--- config.mk ---
export PLATFORM = sky130hd
export DESIGN_NAME = mem_burst_ctrl
export DESIGN_NICKNAME = d
export VERILOG_FILES = /design/src/rtl/mem_burst_ctrl.sv
export SDC_FILE = /design/constraint.sdc
export NUM_CORES = 1
export LEC_CHECK = 0
export CORE_MARGIN = 4
export CORE_UTILIZATION = 37
export CTS_CLUSTER_SIZE = 14
export DETAILED_ROUTE_END_ITERATION = 7
export GPL_ROUTABILITY_DRIVEN = 0
export PLACE_DENSITY = 0.82
export SLEW_MARGIN = 10
export SYNTH_ARGS = -nofsm -noshare
export SYNTH_HDL_FRONTEND = slang
export SYNTH_SLANG_ARGS = --single-unit
--- constraint.sdc ---
create_clock -name clk -period 2 [get_ports clk]
set_input_delay 0.4 -clock clk [delete_from_list [all_inputs] [get_ports clk]]
set_output_delay 0.4 -clock clk [all_outputs]
set_load 0.005 [all_outputs]
--- src/rtl/mem_burst_ctrl.sv ---
// Burst access controller in front of a single-port word memory.
// One command per burst (start address, beats-1, direction). Write beats
// are committed to memory on the edge they handshake. Read beats are
// registered into rdata and held under backpressure.
module mem_burst_ctrl #(
    parameter int unsigned ADDR_W = 10,
    parameter int unsigned DATA_W = 32,
    parameter int unsigned LEN_W  = 8
) (
    input  logic              clk,
    input  logic              rst_n,
    input  logic              cmd_valid,
    output logic              cmd_ready,
    input  logic              cmd_write,
    input  logic [ADDR_W-1:0] cmd_addr,
    input  logic [LEN_W-1:0]  cmd_len,
    input  logic              wdata_valid,
    output logic              wdata_ready,
    input  logic [DATA_W-1:0] wdata,
    output logic              rdata_valid,
    input  logic              rdata_ready,
    output logic [DATA_W-1:0] rdata,
    output logic              mem_we,
    output logic [ADDR_W-1:0] mem_addr,
    output logic [DATA_W-1:0] mem_din,
    input  logic [DATA_W-1:0] mem_dout,
    output logic              busy,
    output logic              done
);

    typedef enum logic [1:0] {
        IDLE  = 2'd0,
        WRITE = 2'd1,
        READ  = 2'd2
    } state_t;

    state_t            state;
    state_t            state_d;
    logic [ADDR_W-1:0] cur_addr;
    logic [LEN_W-1:0]  remaining;
    logic              rd_primed;    // first READ cycle only presents the address
    logic              last_loaded;  // final beat already sits in (or passed through) rdata

    logic              accept;
    logic              wr_beat;
    logic              rd_load;
    logic              rd_take;
    logic              rd_final;

    // State register
    always_ff @(posedge clk or negedge rst_n) begin
        if (!rst_n) begin
            state <= IDLE;
        end else begin
            state <= state_d;
        end
    end

    // Next-state, handshake strobes and combinational pin decode
    always_comb begin
        state_d     = state;
        cmd_ready   = 1'b0;
        wdata_ready = 1'b0;
        mem_we      = 1'b0;
        accept      = 1'b0;
        wr_beat     = 1'b0;
        rd_load     = 1'b0;
        rd_take     = 1'b0;
        rd_final    = 1'b0;
        case (state)
            IDLE: begin
                cmd_ready = 1'b1;
                accept    = cmd_valid;
                if (cmd_valid) begin
                    state_d = cmd_write ? WRITE : READ;
                end
            end
            WRITE: begin
                wdata_ready = 1'b1;
                mem_we      = wdata_valid;
                wr_beat     = wdata_valid;
                if (wdata_valid && (remaining == '0)) begin
                    state_d = IDLE;
                end
            end
            READ: begin
                rd_take  = rdata_valid && rdata_ready;
                rd_load  = rd_primed && !last_loaded && (!rdata_valid || rdata_ready);
                rd_final = last_loaded && rd_take;
                if (rd_final) begin
                    state_d = IDLE;
                end
            end
            default: begin
                state_d = IDLE;
            end
        endcase
    end

    // Address/beat counters, read data register and completion pulse
    always_ff @(posedge clk or negedge rst_n) begin
        if (!rst_n) begin
            cur_addr    <= '0;
            remaining   <= '0;
            rd_primed   <= 1'b0;
            last_loaded <= 1'b0;
            rdata       <= '0;
            rdata_valid <= 1'b0;
            done        <= 1'b0;
        end else begin
            done <= 1'b0;
            if (accept) begin
                cur_addr    <= cmd_addr;
                remaining   <= cmd_len;
                rd_primed   <= 1'b0;
                last_loaded <= 1'b0;
            end
            if (state == READ) begin
                rd_primed <= 1'b1;
            end
            if (wr_beat) begin
                cur_addr <= cur_addr + ADDR_W'(1);
                if (remaining == '0) begin
                    done <= 1'b1;
                end else begin
                    remaining <= remaining - LEN_W'(1);
                end
            end
            if (rd_load) begin
                rdata       <= mem_dout;
                rdata_valid <= 1'b1;
                cur_addr    <= cur_addr + ADDR_W'(1);
                if (remaining == '0) begin
                    last_loaded <= 1'b1;
                end else begin
                    remaining <= remaining - LEN_W'(1);
                end
            end else if (rd_take) begin
                rdata_valid <= 1'b0;
            end
            if (rd_final) begin
                done <= 1'b1;
            end
        end
    end

    // Memory pins and status
    assign mem_addr = cur_addr;
    assign mem_din  = wdata;
    assign busy     = (state != IDLE);

endmodule

Fig. 1: I/O pins on the die edge
Scale: 4 px per um. Pins as bars across the die edge, other pins in gray.
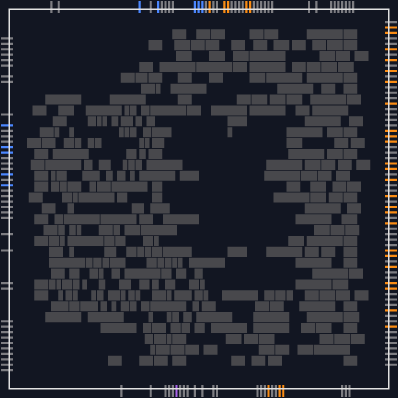
legend:
  wdata_valid:
    color: purple
    pins: 1
    direction: input
    edge: south
  mem_addr:
    color: blue
    pins: 10
    direction: output
    edge: 5 west, 5 north
  rdata:
    color: orange
    pins: 32
    direction: output
    edge: 24 east, 5 north, 3 south
all pins by edge: 64 east, 41 west, 39 north, 24 south

==> impl_metrics.yaml <==
# implementation run metrics
outcome:
  status: "complete, no violations"
cells_and_area:
  fin_nets: 425
  layout.cells.most_common: "clkdlybuf4s50_1"
  n_antenna_cell: 0
worst_setup_path:
  r2r_end: "remaining[4]$_DFF_PN0_"
  reg2reg_slack_ns: 0.21
  crit_path_cell_trace: "clkdlybuf4s50_1 -> and3b_2 -> clkdlybuf4s50_1"
  cp_max_fo: 2
  crit_path_end_kind: "primary output"
  path_class: "in2out"
  cp_common_cell: "clkdlybuf4s50_1"
yosys:
  synth_top_flop_cell: "dfrtp_1"
  synth_stat.cells: 250
  synthAdderAreaFrac_pct: 1.36
  synth.distinct_cells: 41
die:
  num_rows: 31
  fp_util_pct: 38.1
global_routing:
  grt.overflow.total: 0
  grt_usage_pct: 14.8
  grt_first_pass_wirelength_um: 10600
placement:
  dp_slack_ns: -0.0804
  place_hpwl_um: 5090
  dp_cells: 425
sta:
  tightest_slew_ns: 0.504
cts:
  clkTransAtPathRegs_ns: 0.10
route:
  postRouteAntennaNets: 0
  via_per_inst: 4.99
  drc: 0
Fig. 2: nets reached from selected ports
Scale: 3 px per um.
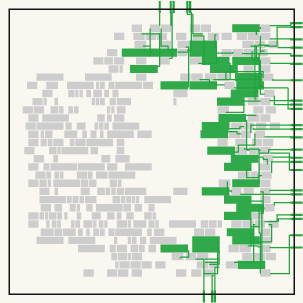
legend:
  rdata:
    color: green
    bits: 32
    direction: output
    end_cells: 32
    buffers: 32
    wire: 804 um

## repair_timing
item | 4_1_cts | 5_1_grt
cloned | 0 | 0
pin swaps | 1 | 0
setup endpoints to repair | 1 | 2
buffers inserted | 1 | 0
gates resized | 1 | 1
## routing by layer
layer	up-vias	global-route usage (%)	wire (um)
li1	1021	-	-
met1	1025	18.4	2840
met2	93	24.8	3050
met3	26	4.38	562
met4	0	4.45	139
met5	-	0	0
## report_power, final
| group | total (mW) | switching, mW | internal [mW] |
|---|---|---|---|
| Clock | 0.614 | 0.364 | 0.250 |
| Sequential | 2.10 | 0.421 | 1.68 |
| Combinational | 2.58 | 0.948 | 1.64 |
| Total | 5.30 | 1.73 | 3.56 |
## area by class of cell
cell class / instances / area [sq um]
Clock inverter: 2 / 16.3
Multi-Input combinational cell: 146 / 1060
Timing Repair Buffer: 116 / 1140
Clock buffer: 6 / 72.6
Sequential cell: 56 / 1400
Fill cell: 630 / 3410
Tap cell: 99 / 124
Inverter: 9 / 33.8
## stage by stage
step,utilization (%),hold WS [ns],power (mW)
2_1_floorplan,-,0.104,3.28
3_3_place_gp,51.6,0.430,4.61
3_5_place_dp,51.6,0.435,4.72
4_1_cts,53.0,0.0959,5.35
5_1_grt,53.0,0.114,5.70
6_report,53.0,0.0957,5.30
## flip-flops by register name, indices dropped and copies added, names as in the netlist
signal / flops
done: 1
rd_primed: 1
last_loaded: 1
state: 2
rdata: 32
remaining: 8
rdata_valid: 1
mem_addr: 10
## worst max-delay path, delay by kind of cell
family                 cells  cell delay (ns)
buffers and inverters      2             0.98
and+or+nand+nor            1             0.20
## cell families (layout without fill, tap and decap cells)
family,Yosys count,in the layout
buffers and inverters,48,133
flip-flops,56,56
adder cells (fa/ha/maj),3,3
AND-OR/OR-AND,46,46
AND/OR/NAND/NOR,63,63
multiplexers,34,34
Power is estimated from default activity; no workload was simulated.
